--- config.mk ---
export PLATFORM = sky130hd
export DESIGN_NAME = store_buffer
export DESIGN_NICKNAME = d
export VERILOG_FILES = /design/src/rtl/lsu_pkg.sv /design/src/rtl/store_lane_gen.sv /design/src/rtl/store_buffer.sv
export SDC_FILE = /design/constraint.sdc
export NUM_CORES = 1
export LEC_CHECK = 0
export CAP_MARGIN = 20
export CORE_MARGIN = 2
export CORE_UTILIZATION = 55
export CTS_CLUSTER_DIAMETER = 30
export DETAILED_ROUTE_END_ITERATION = 7
export DONT_BUFFER_PORTS = 1
export PLACE_DENSITY = 0.81
export RECOVER_POWER = 50
export SETUP_SLACK_MARGIN = 0.05
export SYNTH_ARGS = -nofsm -noshare
export SYNTH_HDL_FRONTEND = slang
export SYNTH_HIERARCHICAL = 1
export SYNTH_SLANG_ARGS = --single-unit
--- constraint.sdc ---
create_clock -name clk -period 5.9 [get_ports clk]
set_input_delay 0.885 -clock clk [delete_from_list [all_inputs] [get_ports clk]]
set_output_delay 0.885 -clock clk [all_outputs]
set_load 0.01 [all_outputs]
--- src/rtl/lsu_pkg.sv ---
// Shared load/store-unit definitions: store func3 encodings, buffered store entry,
// and the store alignment rule.
package lsu_pkg;

  localparam int SB_AW = 32;

  localparam logic [2:0] F3_B = 3'b000;
  localparam logic [2:0] F3_H = 3'b001;
  localparam logic [2:0] F3_W = 3'b010;

  typedef struct packed {
    logic [SB_AW-3:0] waddr;
    logic [31:0]      data;
    logic [3:0]       mask;
  } sb_entry_t;

  function automatic logic is_misaligned(input logic [2:0] func3, input logic [1:0] a);
    case (func3)
      F3_H:    is_misaligned = a[0];
      F3_W:    is_misaligned = |a;
      default: is_misaligned = 1'b0;
    endcase
  endfunction

endpackage

--- src/rtl/store_lane_gen.sv ---
// Turns a raw rs2 value plus func3/byte offset into lane-positioned write data and
// byte enables; flags misaligned or unsupported store widths.
module store_lane_gen
  import lsu_pkg::*;
(
  input  logic [2:0]  func3_i,
  input  logic [1:0]  a_i,
  input  logic [31:0] rs2_i,
  output logic [31:0] data_o,
  output logic [3:0]  mask_o,
  output logic        err_o
);

  always_comb begin
    data_o = '0;
    mask_o = '0;
    err_o  = is_misaligned(func3_i, a_i);
    case (func3_i)
      F3_B: begin
        data_o = {4{rs2_i[7:0]}};
        mask_o = 4'b0001 << a_i;
      end
      F3_H: begin
        data_o = {2{rs2_i[15:0]}};
        mask_o = a_i[1] ? 4'b1100 : 4'b0011;
      end
      F3_W: begin
        data_o = rs2_i;
        mask_o = 4'b1111;
      end
      default: err_o = 1'b1;
    endcase
  end

endmodule

--- src/rtl/store_buffer.sv ---
// Posted-write store FIFO: queues lane-aligned stores, drains one per free memory
// cycle, and forwards buffered bytes to the current load address.
module store_buffer
  import lsu_pkg::*;
#(
  parameter int DEPTH = 4,
  parameter int AW    = SB_AW
) (
  input  logic          clk,
  input  logic          rst,
  input  logic          st_valid_i,
  output logic          st_ready_o,
  input  logic [AW-1:0] st_addr_i,
  input  logic [31:0]   st_data_i,
  input  logic [2:0]    st_func3_i,
  output logic          st_err_o,
  input  logic          mem_free_i,
  output logic          mem_wr_o,
  output logic [AW-1:0] mem_addr_o,
  output logic [31:0]   mem_wdata_o,
  output logic [3:0]    mem_mask_o,
  input  logic [AW-1:0] ld_addr_i,
  output logic [3:0]    fwd_mask_o,
  output logic [31:0]   fwd_data_o,
  output logic          empty_o
);

  localparam int PW = $clog2(DEPTH);

  sb_entry_t     ent_q [DEPTH];
  logic [PW-1:0] wr_ptr_q, wr_ptr_d, rd_ptr_q, rd_ptr_d;
  logic [PW:0]   count_q, count_d;
  logic          err_q;

  logic [31:0] lane_data;
  logic [3:0]  lane_mask;
  logic        lane_err;
  logic        accept, enq, deq;

  store_lane_gen u_lane (
    .func3_i (st_func3_i),
    .a_i     (st_addr_i[1:0]),
    .rs2_i   (st_data_i),
    .data_o  (lane_data),
    .mask_o  (lane_mask),
    .err_o   (lane_err)
  );

  assign st_ready_o = (count_q != (PW+1)'(DEPTH));
  assign empty_o    = (count_q == '0);
  assign st_err_o   = err_q;
  assign accept     = st_valid_i & st_ready_o;
  assign enq        = accept & ~lane_err;
  assign deq        = mem_wr_o;

  // Head is presented straight from storage, so a store enqueued this cycle drains next cycle at the earliest.
  assign mem_wr_o    = ~empty_o & mem_free_i;
  assign mem_addr_o  = {ent_q[rd_ptr_q].waddr, 2'b00};
  assign mem_wdata_o = ent_q[rd_ptr_q].data;
  assign mem_mask_o  = ent_q[rd_ptr_q].mask;

  always_comb begin
    wr_ptr_d = enq ? wr_ptr_q + 1'b1 : wr_ptr_q;
    rd_ptr_d = deq ? rd_ptr_q + 1'b1 : rd_ptr_q;
    count_d  = count_q;
    case ({enq, deq})
      2'b10:   count_d = count_q + 1'b1;
      2'b01:   count_d = count_q - 1'b1;
      default: count_d = count_q;
    endcase
  end

  always_ff @(posedge clk) begin
    if (rst) begin
      wr_ptr_q <= '0;
      rd_ptr_q <= '0;
      count_q  <= '0;
      err_q    <= 1'b0;
    end else begin
      wr_ptr_q <= wr_ptr_d;
      rd_ptr_q <= rd_ptr_d;
      count_q  <= count_d;
      err_q    <= accept & lane_err;
    end
  end

  always_ff @(posedge clk) begin
    if (enq) ent_q[wr_ptr_q] <= '{waddr: st_addr_i[AW-1:2], data: lane_data, mask: lane_mask};
  end

  // Walk oldest to youngest so later matches overwrite earlier ones per byte.
  logic [PW-1:0] fidx;
  always_comb begin
    fwd_mask_o = '0;
    fwd_data_o = '0;
    fidx       = rd_ptr_q;
    for (int k = 0; k < DEPTH; k++) begin
      fidx = rd_ptr_q + PW'(k);
      if (count_q > (PW+1)'(k) && ent_q[fidx].waddr == ld_addr_i[AW-1:2]) begin
        for (int b = 0; b < 4; b++) begin
          if (ent_q[fidx].mask[b]) begin
            fwd_mask_o[b]       = 1'b1;
            fwd_data_o[8*b +: 8] = ent_q[fidx].data[8*b +: 8];
          end
        end
      end
    end
  end

endmodule

**Run 1: cells by drive strength**

Drawn at 2 px/µm.
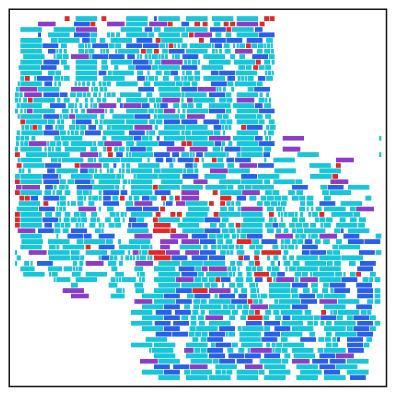
legend:
  purple:
    size: _6 and larger
    cells: 81
    most_used: clkbuf_16
  cyan:
    size: _0 and _1 cells
    cells: 1045
    most_used: edfxtp_1
  blue:
    size: _2 cells
    cells: 219
    most_used: mux4_2
  red:
    size: _3 and _4 cells
    cells: 82
    most_used: buf_4

**Run 1: placed standard cells**

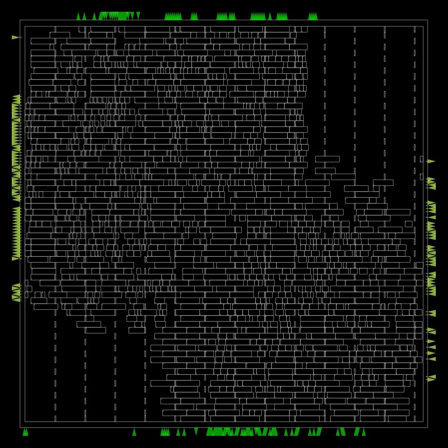
Well Taps: 448
num rows: 67

==> impl_metrics.csv, run 1 <==
group,metric,value,unit
run_status,status,"finished with violations",
run_status,failed_checks,"max-capacitance violations, max-slew violations",
timing,fin_ws,0.252,ns
global_route,grt_pass1_wl,84000,µm
clock_network,cts.sinks,274,
critical_path,cp_slowest_cell,"dfxtp_4",
clock_network,root_buffer,"clkbuf_16",
cells_and_area,stdcell_count,1875,
pwr,ir_worst_vdd,0.000381,V
timing,report.final.slew_viol_count,148,
drt,ant_nets,0,
cells_and_area,antenna_cells,0,
synth,fa_ha_area_share,0.740,%
synth,syn_inst,1392,
pwr,pwr-share-comb,30.4,%
cells_and_area,largest_reg_flops,264,
synth,synthDistinctLibCells,65,
cells_and_area,area_delta_synth_final,12.9,%
global_route,grt_pass1_vias,13800,
synth,ys_sh_aoi,11.6,%
critical_path,critPathCapture,"fwd_data_o[26]",
clock_network,cts_tree,"built",
critical_path,required,5.02,ns
synth,ys_seq_share,43.7,%
critical_path,r2r-end,"ent_q[3][42]",
die,io-pin-count,211,
synth,yosysCellCount,1392,
critical_path,end_kind,"output port",
critical_path,crit_chain,"mux4_2 -> xor2_1 -> nor4_1 -> o2111ai_1 -> nor4_4 -> buf_4 -> o2111ai_1 -> a311oi_1 -> buf_4",
timing,setup_viol,0,
synth,mux_area_share,27.1,%
pwr,seqPwrFrac,28.9,%
synth,xor_area_share,5.46,%
drt,met2_length,25800,µm
job,cap_violations,4,
timing,post-route-min-period,5.65,ns
pwr,sw_frac_of_total,31.2,%
cells_and_area,layout-drive-gt1-share,26.8,%
die,die_h,188,µm
pwr,power,0.00813,W
placement,place_area,19000,µm²
synth,ys_sh_simple,7.16,%
critical_path,critPathMaxFanout,40,
drt,wl_met1,18900,µm
critical_path,reg2regPathDepth,7,
global_route,grt_max_degree,111,
synth,synthesis.area,18600,µm²
**Run 1: met1 routing**

Drawn at 3 px/µm. Supply wires on this layer in gray.
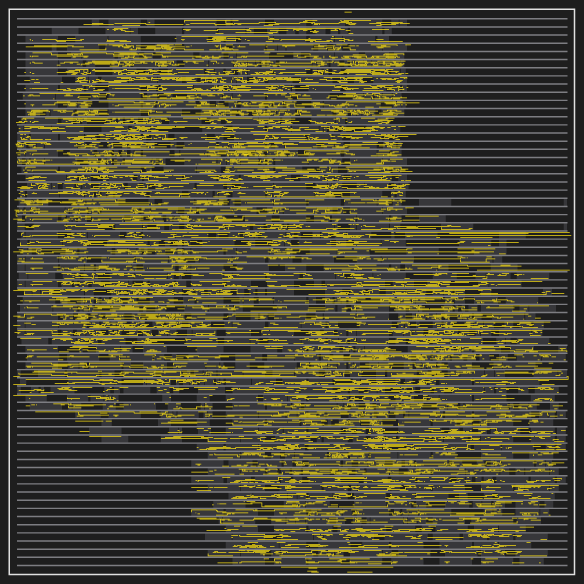
wire length on this layer: 18900 µm
share of all routed wire: 34%
longest straight run: 67.2 µm
nets with wire on the layer: 1400
main direction: horizontal

## run 1: layout make-up
| type | instances | area (µm²) | area share [%] |
|---|---|---|---|
| Clock inverter | 38 | 495 | 2.36 |
| Timing Repair Buffer | 66 | 533 | 2.54 |
| Clock buffer | 64 | 1500 | 7.17 |
| Tap cell | 448 | 561 | 2.67 |
| Sequential cell | 274 | 8140 | 38.8 |
| Multi-Input combinational cell | 969 | 9690 | 46.2 |
| Inverter | 16 | 60.1 | 0.286 |
## run 1: stage by stage
stage | utilization [%] | hold WS, ns
floorplan | - | 0.492
global placement | 56.8 | 0.509
detailed placement | 56.8 | 0.522
CTS | 62.8 | 0.362
global route | 62.8 | 0.368
finish | 62.8 | 0.379
## run 1: synthesized netlist by cell type (all sizes together) (14+ instances only)
cell     instances
a21oi           68
and2            15
mux2i          106
o22ai           22
nor3            41
buf             74
edfxtp         264
xnor2           79
xor2            37
nor2            62
nor2b           14
a311oi          32
a2111oi         33
nand4           20
inv             16
clkbuf          60
o2111ai         70
mux4           156
nand2           65
mux2            41
## run 1: power groups by stage
stage	sequential, W	combinational, W	clock (W)
after global placement	0.00238	0.00237	0
after floorplan	0.00225	0.00216	0
after CTS	0.00235	0.00245	0.00332
after detailed placement	0.00238	0.00241	0
after global routing	0.00236	0.00261	0.00342
final	0.00235	0.00247	0.00331
## run 1: worst max-delay path: cells and delay by family (launching register included)
kind	cells	cell delay, ns
and+or+nand+nor	2	0.77
buffers and inverters	2	0.70
AOI/OAI and AO/OA	3	1.00
DFF	1	0.82
muxes	1	0.67
xor gates and xnor gates	1	0.18
## run 1: cell families after synthesis
family | Yosys count
other cells | 1
fa+ha+maj | 11
mux | 303
flops | 274
xor+xnor | 116
buf+inv | 150
simple gates | 255
compound gates | 282
--- run 2 (diff from run 1) ---
==> constraint.sdc (replaced) <==
create_clock -name clk -period 5.9 [get_ports clk]
set_input_delay 0.59 -clock clk [delete_from_list [all_inputs] [get_ports clk]]
set_output_delay 0.59 -clock clk [all_outputs]
set_load 0.01 [all_outputs]
==> run 2 against run 1 <==
  * The run ends with design-rule violations, max-capacitance violations, max-slew violations left
  * Sequential power barely moved
  * Core utilization fell by 0.52 points
  * Clock skew rose by 0.0047 ns
  * Hold slack got worse by 0.30 ns
  * Non-clock buffer count fell by 12
  * First-iteration DRC count fell by 10%
==> impl_metrics.csv, run 2 <==
group,metric,value,unit
pwr,power.largest_group,"clock",
clock_network,cts_tree,"built",
pwr,sw_frac_of_total,32.3,%
pwr,pwr-share-comb,31.1,%
synth,xor_area_share,5.46,%
global_route,grt_pass1_vias,13800,
timing,post-route-min-period,5.40,ns
critical_path,required,5.31,ns
global_route,grt_pass1_wl,83500,µm
die,io-pin-count,211,
die,die_h,188,µm
pwr,ir_worst_vdd,0.000309,V
synth,syn_inst,1392,
timing,report.final.slew_viol_count,59,
synth,synthesis.area,18600,µm²
synth,fa_ha_area_share,0.740,%
pwr,seqPwrFrac,29.3,%
critical_path,end_kind,"output port",
pwr,powerSeq,0.00234,W
synth,ys_seq_share,43.7,%
cells_and_area,layout-drive-gt1-share,26.4,%
run_status,status,"finished with violations",
clock_network,root_buffer,"clkbuf_16",
critical_path,cp_slowest_cell,"nor4_2",
pwr,comb_power,0.00249,W
job,cap_violations,2,
global_route,grt_max_degree,91,
synth,synthMostInstantiatedCell,"edfxtp_1",
run_status,failed_checks,"design-rule violations, max-capacitance violations, max-slew violations",
pwr,power,0.00800,W
drt,ant_nets,0,
critical_path,timing.rr.start,"count_q[1]",
cells_and_area,area_delta_synth_final,11.9,%
drt,drc,8,
synth,async_flop_share,0,%
synth,mux_area_share,27.1,%
synth,yosysCellCount,1392,
cells_and_area,antenna_cells,0,
die,rows,67,
synth,synth.top_cells.by_count,"264 x edfxtp_1, 156 x mux4_2, 104 x mux2i_1, 79 x xnor2_1, 70 x o2111ai_1",
cells_and_area,largest_reg_flops,264,
run 2: cell counts after synthesis:
Identical to the previous run, type by type.
run 2: layer usage:
metal	global-route usage, %	routed length (µm)	vias up
met4	11.9	2480	0
li1	-	-	5734
met2	50.0	26200	1240
met5	0	0	-
met3	9.10	7700	227
met1	39.2	18900	6909
run 2: worst max-delay path, delay by kind of cell, from the launching register on:
kind                      cells  cell delay, ns
muxes                         1            0.56
and+or+nand+nor               3            1.33
DFF                           1            0.56
buffers and inverters         2            0.53
AOI/OAI and AO/OA             2            0.99
xor gates and xnor gates      1            0.24
run 2: area by class of cell:
cell class	count	area, µm²
Clock buffer	60	1430
Inverter	16	60.1
Multi-Input combinational cell	969	9700
Sequential cell	274	8140
Fill cell	2400	12600
Timing Repair Buffer	54	430
Clock inverter	44	498
Tap cell	448	561
run 2: kinds of logic after synthesis:
logic type,after synthesis
AND-OR/OR-AND,282
XOR/XNOR,116
adder cells (fa/ha/maj),11
buffers and inverters,150
flip-flops,274
multiplexers,303
other,1
AND/OR/NAND/NOR,255
run 2: metrics by stage:
stage / std cells / setup slack, ns / hold WS (ns) / instance area (µm²) / utilization, %
finish: 1865 / 0.497 / 0.0791 / 20800 / 62.2
global route: 1865 / 0.221 / 0.0627 / 20800 / 62.2
CTS: 1864 / 0.418 / 0.0680 / 20800 / 62.2
detailed placement: 1760 / 1.03 / 0.529 / 18900 / 56.5
global placement: 1760 / 1.09 / 0.503 / 18900 / 56.5
floorplan: 1393 / 2.29 / 0.492 / 18600 / -
run 2: worst paths after layout:
check | cells past startpoint | to
setup / recovery | 9 | fwd_data_o[28]
hold / removal | 1 | rd_ptr_q[0]
setup reg to reg | 7 | ent_q[1][8]
hold reg to reg | 2 | count_q[2]
**Run 2: nets reached from selected ports**

Drawn at 2 px/µm.
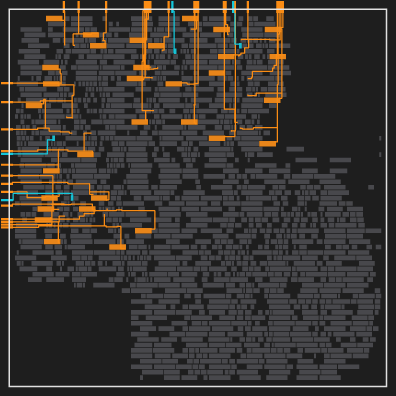
legend:
  cyan:
    port: `fwd_mask_o`
    direction: output
    end_cells: 4
    buffers: 0
    wire: 107 µm
  orange:
    port: `mem_wdata_o`
    direction: output
    end_cells: 32
    buffers: 0
    wire: 1470 µm

**Run 2: met1 routing**

Drawn at 3 px/µm. Supply wires on this layer in gray.
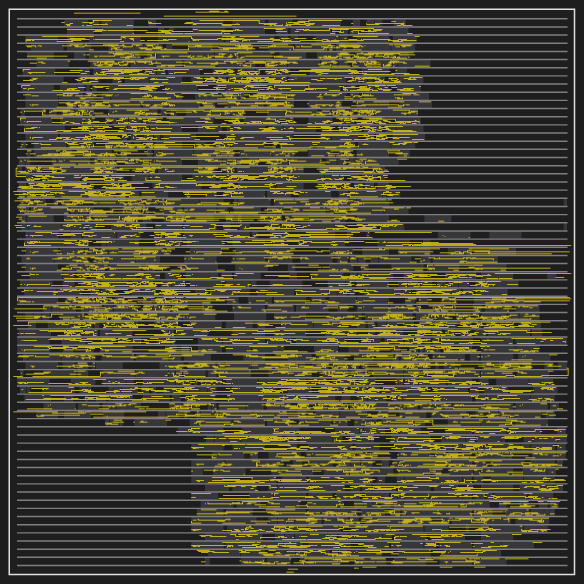
wire length on this layer: 18900 µm
longest straight run: 78.2 µm
main direction: horizontal

**Run 2: cells by drive strength**

Drawn at 2 px/µm.
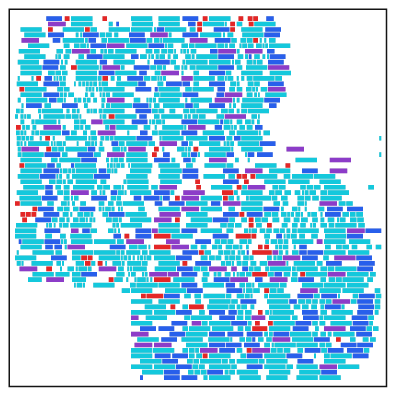
legend:
  blue:
    size: _2 cells
    cells: 219
    most_used: mux4_2
  cyan:
    size: _0 and _1 cells
    cells: 1043
    most_used: edfxtp_1
  purple:
    size: _6 and larger
    cells: 76
    most_used: clkbuf_16
  red:
    size: _3 and _4 cells
    cells: 79
    most_used: buf_4

Power figures rest on the tool's default switching activity, not on a simulated workload.
